**config.mk**
```make
export PLATFORM = sky130hd
export DESIGN_NAME = ls161_timer_ctrl
export DESIGN_NICKNAME = d
export VERILOG_FILES = /design/src/rtl/ls161_pkg.sv /design/src/rtl/ls161_sat_counter.sv /design/src/rtl/ls161_timer_ctrl.sv
export SDC_FILE = /design/constraint.sdc
export NUM_CORES = 1
export LEC_CHECK = 0
export CAP_MARGIN = 20
export CORE_MARGIN = 5
export CORE_UTILIZATION = 47
export DETAILED_ROUTE_END_ITERATION = 7
export PLACE_DENSITY = 0.82
export SYNTH_ARGS = -nofsm -noshare
export SYNTH_HDL_FRONTEND = slang
export SYNTH_HIERARCHICAL = 1
export SYNTH_SLANG_ARGS = --single-unit
```
**constraint.sdc**
```tcl
create_clock -name CLK -period 3.11 [get_ports CLK]
set_clock_uncertainty 0.05 [all_clocks]
set_input_delay 0.311 -clock CLK [delete_from_list [all_inputs] [get_ports CLK]]
set_output_delay 0.311 -clock CLK [all_outputs]
set_load 0.02 [all_outputs]
```
**src/rtl/ls161_pkg.sv**
```systemverilog
// Shared definitions for the LS161a interval-timer controller.
// State encodings and counter-width constants used by the FSM and its helpers.
package ls161_pkg;

    typedef enum logic [1:0] {
        ST_IDLE = 2'b00,
        ST_LOAD = 2'b01,
        ST_RUN  = 2'b10
    } state_t;

    localparam int CNT_W_DEF = 4;

    // A PERIOD code of zero asks for the full 2^CNT_W counts.
    localparam logic [CNT_W_DEF-1:0] PERIOD_FULL = '0;

endpackage

```
**src/rtl/ls161_sat_counter.sv**
```systemverilog
// Saturating up-counter with synchronous clear.
// Holds at all-ones once reached until cleared.
module sat_counter #(
    parameter int W = 8
) (
    input  logic         CLK,
    input  logic         CLR_n,
    input  logic         clear,
    input  logic         inc,
    output logic [W-1:0] count
);

    // NOTE: sequential state uses non-blocking assignments so every flop samples pre-edge values.
    always_ff @(posedge CLK) begin
        if (!CLR_n) begin
            count <= '0;
        end else if (clear) begin
            count <= '0;
        end else if (inc && (count != '1)) begin
            count <= count + 1'b1;
        end
    end

endmodule

```
**src/rtl/ls161_timer_ctrl.sv**
```systemverilog
// One-shot / auto-reload interval timer controller driving a 4-bit LS161a counter.
// Presets the counter so its RCO fires after PERIOD counts, reports DONE and an expiry count.
module ls161_timer_ctrl
    import ls161_pkg::*;
#(
    parameter int CNT_W = CNT_W_DEF,
    parameter int EXP_W = 8
) (
    input  logic             CLK,
    input  logic             CLR_n,
    input  logic             START,
    input  logic             STOP,
    input  logic             HOLD,
    input  logic             AUTO_RELOAD,
    input  logic [CNT_W-1:0] PERIOD,
    input  logic             RCO,
    output logic [CNT_W-1:0] D,
    output logic             LOAD_n,
    output logic             ENP,
    output logic             ENT,
    output logic             BUSY,
    output logic             DONE,
    output logic [EXP_W-1:0] EXP_CNT
);

    state_t           state_q, state_d;
    logic [CNT_W-1:0] period_r;
    logic             done_q;
    logic             capture;
    logic             expiry;

    // Counting up from -P reaches the all-ones carry state after exactly P counts.
    assign D    = '0 - period_r;
    assign DONE = done_q;

    // NOTE: every always_comb output gets a default first so no path can infer a latch.
    always_comb begin
        state_d = state_q;
        capture = 1'b0;
        expiry  = 1'b0;
        LOAD_n  = 1'b1;
        ENP     = 1'b0;
        ENT     = 1'b0;
        BUSY    = 1'b0;

        case (state_q)
            ST_LOAD: begin
                LOAD_n  = 1'b0;
                BUSY    = 1'b1;
                state_d = STOP ? ST_IDLE : ST_RUN;
            end
            ST_RUN: begin
                ENT  = 1'b1;
                ENP  = ~HOLD;
                BUSY = 1'b1;
                if (STOP) begin
                    state_d = ST_IDLE;
                end else if (RCO && !HOLD) begin
                    expiry  = 1'b1;
                    state_d = AUTO_RELOAD ? ST_LOAD : ST_IDLE;
                end
            end
            default: begin  // ST_IDLE, and the unused 2'b11 code behaves the same
                if (START && !STOP) begin
                    capture = 1'b1;
                    state_d = ST_LOAD;
                end else begin
                    state_d = ST_IDLE;
                end
            end
        endcase
    end

    always_ff @(posedge CLK) begin
        if (!CLR_n) begin
            state_q  <= ST_IDLE;
            period_r <= CNT_W'(PERIOD_FULL);
            done_q   <= 1'b0;
        end else begin
            state_q <= state_d;
            done_q  <= expiry;
            if (capture) begin
                period_r <= PERIOD;
            end
        end
    end

    // Expiry count restarts on every accepted START.
    sat_counter #(
        .W (EXP_W)
    ) u_exp_cnt (
        .CLK   (CLK),
        .CLR_n (CLR_n),
        .clear (capture),
        .inc   (expiry),
        .count (EXP_CNT)
    );

endmodule

```
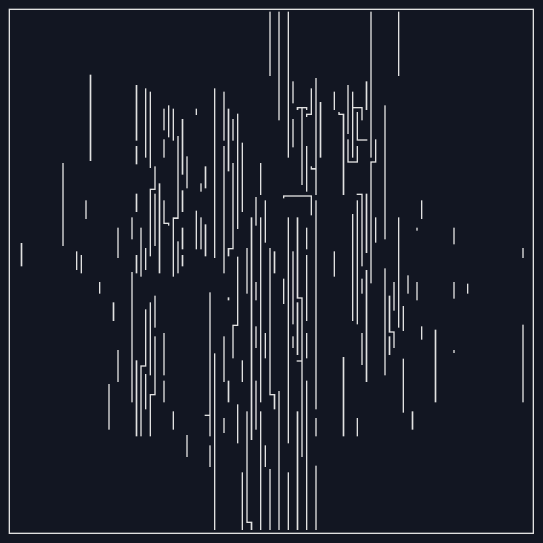
(run_1/layer_met2.png)
Drawn at 10 px/um.
share of all routed wire: 46%
main direction: vertical
wire length on this layer: 908 um
longest straight run: 22.4 um
nets with wire on the layer: 108
met2 usage in global routing: 25.1%
total vias in the final route: 735

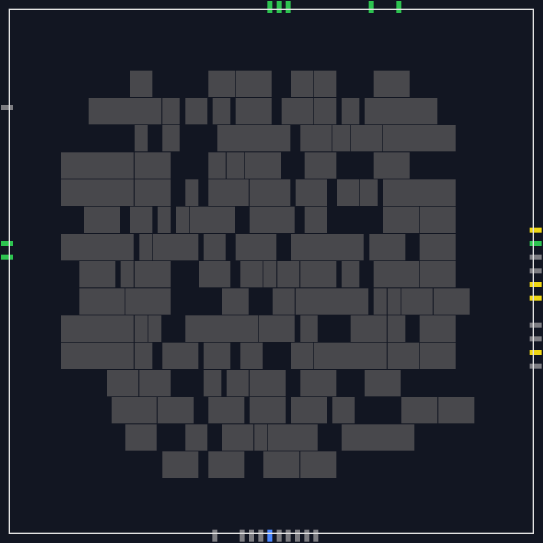
(run_1/io_placement.png)
Drawn at 10 px/um. Pins as bars across the die edge, other pins in gray.
legend:
  AUTO_RELOAD:
    color: blue
    pins: 1
    direction: input
    edge: bottom
  D:
    color: yellow
    pins: 4
    direction: output
    edge: right
  EXP_CNT:
    color: green
    pins: 8
    direction: output
    edge: 5 top, 2 left, 1 right
port buffer count: 27
die width: 52.3 um
die height: 52.3 um

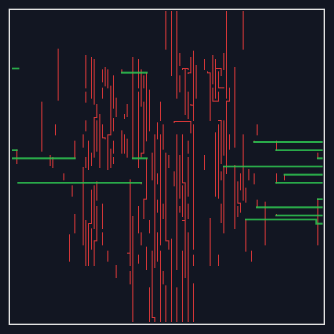
(run_1/wires.png)
Drawn at 6 px/um. Only two layers are drawn.
legend:
  metal 3:
    color: green
    wire_length: 121 um
  metal 2:
    color: red
    wire_length: 908 um
routed length per placed instance: 14.0 um
Global Route Usage Sum: 16.5%

## run 1: layout by cell type, fill, tap and decap left out, drive strengths merged, types with 2 or more instances in the layout
master and count:
a21oi 6, a311oi 2, a31oi 2, and4 5, clkbuf 3, clkdlybuf4s50 27
dfxtp 15, ha 5, inv 7, mux2i 7, nand2 5, nand2b 5
nand3 2, nor2b 9, nor3 3, o21ai 2, xnor2 2
## run 1: tightest hold or removal path, stage by stage, from the launching register on
cell     delay (ns)
dfxtp_1        0.35
nand3_1        0.09
a21oi_2        0.05
## run 1: state kept, by name, indices dropped and copies added, names as in the netlist
signal	count
DONE	1
period_r	4
state_q	2
u_exp_cnt/count	8
## run 1: cell families after synthesis
kind of cell | synth area share, %
flops | 35.8
xor+xnor | 2.09
simple gates | 28.5
buf+inv | 4.02
mux | 8.35
compound gates | 13.9
fa+ha+maj | 7.45
## run 1: worst max path at each step
stage                             from  slack [ns]  cells after the start                         endpoint
3_5_place_dp                       RCO        1.02                      6  u_exp_cnt/count[5]$_SDFFE_PP0P_
2_1_floorplan  state_q[0]$_SDFFE_PN0P_        1.41                      6  u_exp_cnt/count[5]$_SDFFE_PP0P_
3_3_place_gp                       RCO        1.07                      6  u_exp_cnt/count[5]$_SDFFE_PP0P_
6_report       state_q[0]$_SDFFE_PN0P_        1.01                      4                             BUSY
5_1_grt        state_q[0]$_SDFFE_PN0P_        0.91                      4                             BUSY
4_1_cts        state_q[0]$_SDFFE_PN0P_        0.99                      4                             BUSY
## run 1: power groups by stage
stage	registers [mW]	logic (mW)	clock network [mW]
CTS	0.198	0.0650	0.117
floorplan	0.202	0.0341	0
global route	0.198	0.0687	0.126
finish	0.198	0.0648	0.113
detailed placement	0.202	0.0647	0
global placement	0.202	0.0636	0
## run 1: final cells by class
class	count	area, um^2
fill	146	547
tap	25	31.3
multi-input combinational	65	505
inverter	7	26.3
clock inverter	1	5.00
sequential	15	300
clock buffer	3	22.5
timing repair buffer	27	270
## run 1: per-stage QoR
stage	area [um^2]	util [%]	hold slack, ns	cells
after floorplan	840	-	0.383	88
after global placement	1130	66.4	0.450	139
after detailed placement	1130	66.4	0.456	139
after CTS	1160	68.0	0.474	143
after global routing	1160	68.0	0.501	143
final	1160	68.0	0.474	143
## run 1: metal layers
layer	up-vias	track usage, %	wire [um]
met5	-	0	0
met4	0	8.94	19
met3	2	4.84	120
met2	17	25.1	908
met1	336	20.8	947
li1	380	-	-
==> impl_metrics.json, run 1 <==
{
  "worstMarginPinSlew_ns": 0.483,
  "path_cells": "inv_1 > ha_1 > inv_1 > clkdlybuf4s50_1",
  "p_per_area_nw_per_um2": 323,
  "yosys_cells": 88,
  "h-tree-depth": 1,
  "max_stage_delay_ns": 0.59,
  "drtAntennaViolNets": 0,
  "postCtsHoldBufs": 0,
  "critPathCaptureType": "output pin",
  "synth_flops": 15,
  "cts.path.max_buffers": 2,
  "grt-ovfl-total": 0,
  "first_global_vias": 703,
  "ios": 28,
  "crit-reg2reg-launch": "state_q[0]$_SDFFE_PN0P_",
  "nets": 135,
  "crit_slowest_cell": "clkdlybuf4s50_1",
  "path_buffers": 3,
  "topCellsByArea": "dfxtp_1 36%, mux2i_1 8.3%, ha_1 7.5%",
  "vdd_ir_drop_max_uv": 339,
  "area_growth_pct": 38.3,
  "timing.final.ws_setup_ns": 1.01,
  "rows": 15,
  "synth_top_cell_by_area": "dfxtp_1",
  "place_congestion": 0.733,
  "crit_top_cell": "inv_1",
  "switching_power_uw": 96.7,
  "hold_violations": 0,
  "clkTransAtPathRegs_ns": 0.09,
  "min_to": "state_q[1]$_SDFFE_PN0P_",
  "r2r-end": "u_exp_cnt/count[3]$_SDFFE_PP0P_",
  "status": "finished, final reports clean",
  "rrSetupSlack_ns": 1.20,
  "finalSetupTns_ns": 0,
  "p_sw_share_pct": 25.8,
  "grt_pass1_wl_mm": 3.31,
  "most_common_cell": "dfxtp_1"
}
==> run_1/io_fan.png <==
Drawn at 6 px/um.
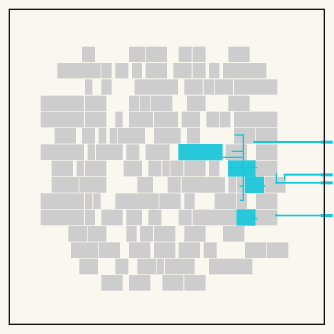

==> inputs of run 2 (changes only) <==
- CORE_UTILIZATION: 47 -> 44
- PLACE_DENSITY: 0.82 -> 0.77
- clock period: 3.11 -> 2.1 ns (I/O delays scaled with it)
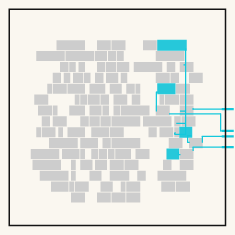
(run_2/io_fan.png)
Drawn at 4 px/um.
legend:
  D:
    color: cyan
    direction: output
    end_cells: 4
    wire: 77.3 um
# IOs: 28

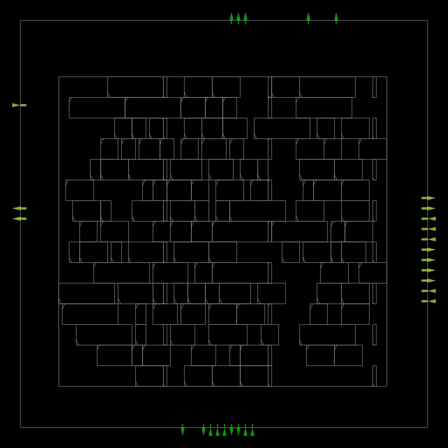
(run_2/placement.png)
core area: 1760 um^2
Seq/total area: 25.7%
Layout Utilization: 66.2%
fillcell total: 166
Std-Cell Rows: 15

==> run 2 against run 1 <==
Compared with the run above:
- via count is 0.27% higher
- critical path type unchanged
- utilization is 1.8 points lower
- power is 46% higher
- worst hold slack worse by 0.0095 ns
- highest routed layer unchanged
- sequential share of layout area is 0.14 points lower
- largest cell class unchanged
- first-iteration DRC count is 71% lower
- die size is 5.5% higher
- sequential power is 48% higher
==> impl_metrics.json, run 2 <==
{
  "finalSetupTns_ns": 0,
  "status": "finished, final reports clean",
  "clkTransAtPathRegs_ns": 0.09,
  "nets": 136,
  "grt-ovfl-total": 0,
  "timing.final.ws_setup_ns": 0.114,
  "drtAntennaViolNets": 0,
  "path_cells": "inv_1 > ha_1 > inv_1 > clkdlybuf4s50_1",
  "p_per_area_nw_per_um2": 469,
  "most_common_cell": "dfxtp_1",
  "postCtsHoldBufs": 0,
  "yosys_cells": 88,
  "critPathCaptureType": "output pin",
  "path_buffers": 3,
  "fin_cells": 144,
  "worstMarginPinSlew_ns": 0.355,
  "dieHeight_um": 53.7,
  "h-tree-depth": 1,
  "rrSetupSlack_ns": 0.33,
  "place_congestion": 0.773,
  "crit_slowest_cell": "clkdlybuf4s50_1",
  "cts.path.max_buffers": 2,
  "topCellsByArea": "dfxtp_1 36%, mux2i_1 8.3%, ha_1 7.5%",
  "grt_usage_pct": 14.5,
  "first_global_vias": 694,
  "portBuffers": 27,
  "fp_nets": 104,
  "layout.cells.most_common_list": "27 x clkdlybuf4s50_1, 15 x dfxtp_1, 8 x nor2b_1, 7 x inv_1, 7 x mux2i_1",
  "routedWlPerCell_um": 12.8,
  "area_growth_pct": 39.0,
  "max_stage_delay_ns": 0.60
}
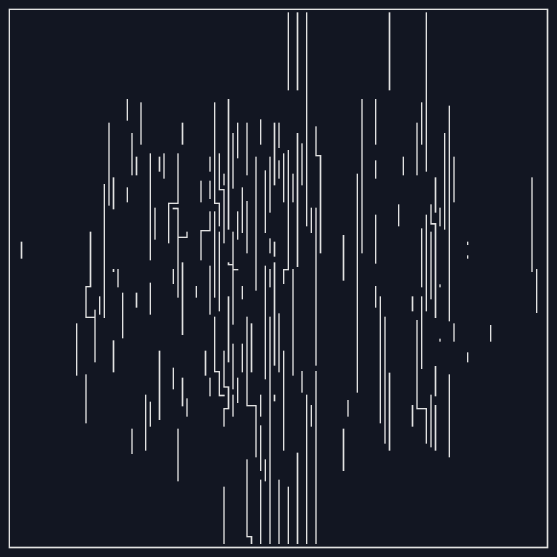
(run_2/layer_met2.png)
Drawn at 10 px/um.
nets with wire on the layer: 114
longest straight run: 22.6 um
main direction: vertical
share of all routed wire: 48%
wire length on this layer: 893 um
total vias in the final route: 737
met2 usage in global routing: 24.8%
final wirelength: 1.85 mm

-- run 2: cell counts after synthesis --
Identical to the previous run, type by type.
-- run 2: power breakdown --
part | switching (mW) | internal (mW) | total (mW)
combinational | 0.0426 | 0.0544 | 0.0970
clock | 0.0845 | 0.0735 | 0.158
sequential | 0.00366 | 0.289 | 0.293
-- run 2: final cells by class --
| cell class | instances | area, um^2 | share of cell area (%) |
|---|---|---|---|
| Sequential cell | 15 | 300 | 25.7 |
| Inverter | 7 | 26.3 | 2.25 |
| Tap cell | 25 | 31.3 | 2.68 |
| Timing Repair Buffer | 28 | 278 | 23.8 |
| Clock buffer | 4 | 26.3 | 2.25 |
| Multi-Input combinational cell | 65 | 505 | 43.3 |
-- run 2: stage by stage --
stage / hold slack [ns] / area (um^2) / utilization, %
6_report: 0.465 / 1170 / 66.2
5_1_grt: 0.513 / 1170 / 66.2
4_1_cts: 0.469 / 1170 / 66.2
3_5_place_dp: 0.453 / 1140 / 64.7
3_3_place_gp: 0.448 / 1140 / 64.7
2_1_floorplan: 0.282 / 840 / -
-- run 2: layer usage --
layer	vias to the layer above	global-route usage (%)	share of wire, %
li1	376	-	-
met1	343	16.6	44
met2	16	24.8	48
met3	2	3.88	6.8
met4	0	6.38	0.92
met5	-	0	0
-- run 2: worst min-delay path, cell delays in order (launching register included) --
cell,delay (ns)
dfxtp_1,0.35
nand2_1,0.07
mux2i_1,0.05
-- run 2: cell families (layout without fill, tap and decap cells) --
group | count (synthesis) | count (layout) | share of synthesized area [%]
mux | 7 | 7 | 8.35
xor+xnor | 2 | 2 | 2.09
flops | 15 | 15 | 35.8
buf+inv | 8 | 39 | 4.02
fa+ha+maj | 5 | 5 | 7.45
simple gates | 35 | 35 | 28.5
compound gates | 16 | 16 | 13.9
-- run 2: path summary, 6_finish.rpt --
kind	start	to	cells past startpoint
max	state_q[0]$_SDFFE_PN0P_	BUSY	4
min	u_exp_cnt/count[1]$_SDFFE_PP0P_	u_exp_cnt/count[1]$_SDFFE_PP0P_	2
max reg2reg	state_q[0]$_SDFFE_PN0P_	u_exp_cnt/count[5]$_SDFFE_PP0P_	6
min reg2reg	u_exp_cnt/count[1]$_SDFFE_PP0P_	u_exp_cnt/count[1]$_SDFFE_PP0P_	2
Power and IR drop assume default switching activity.
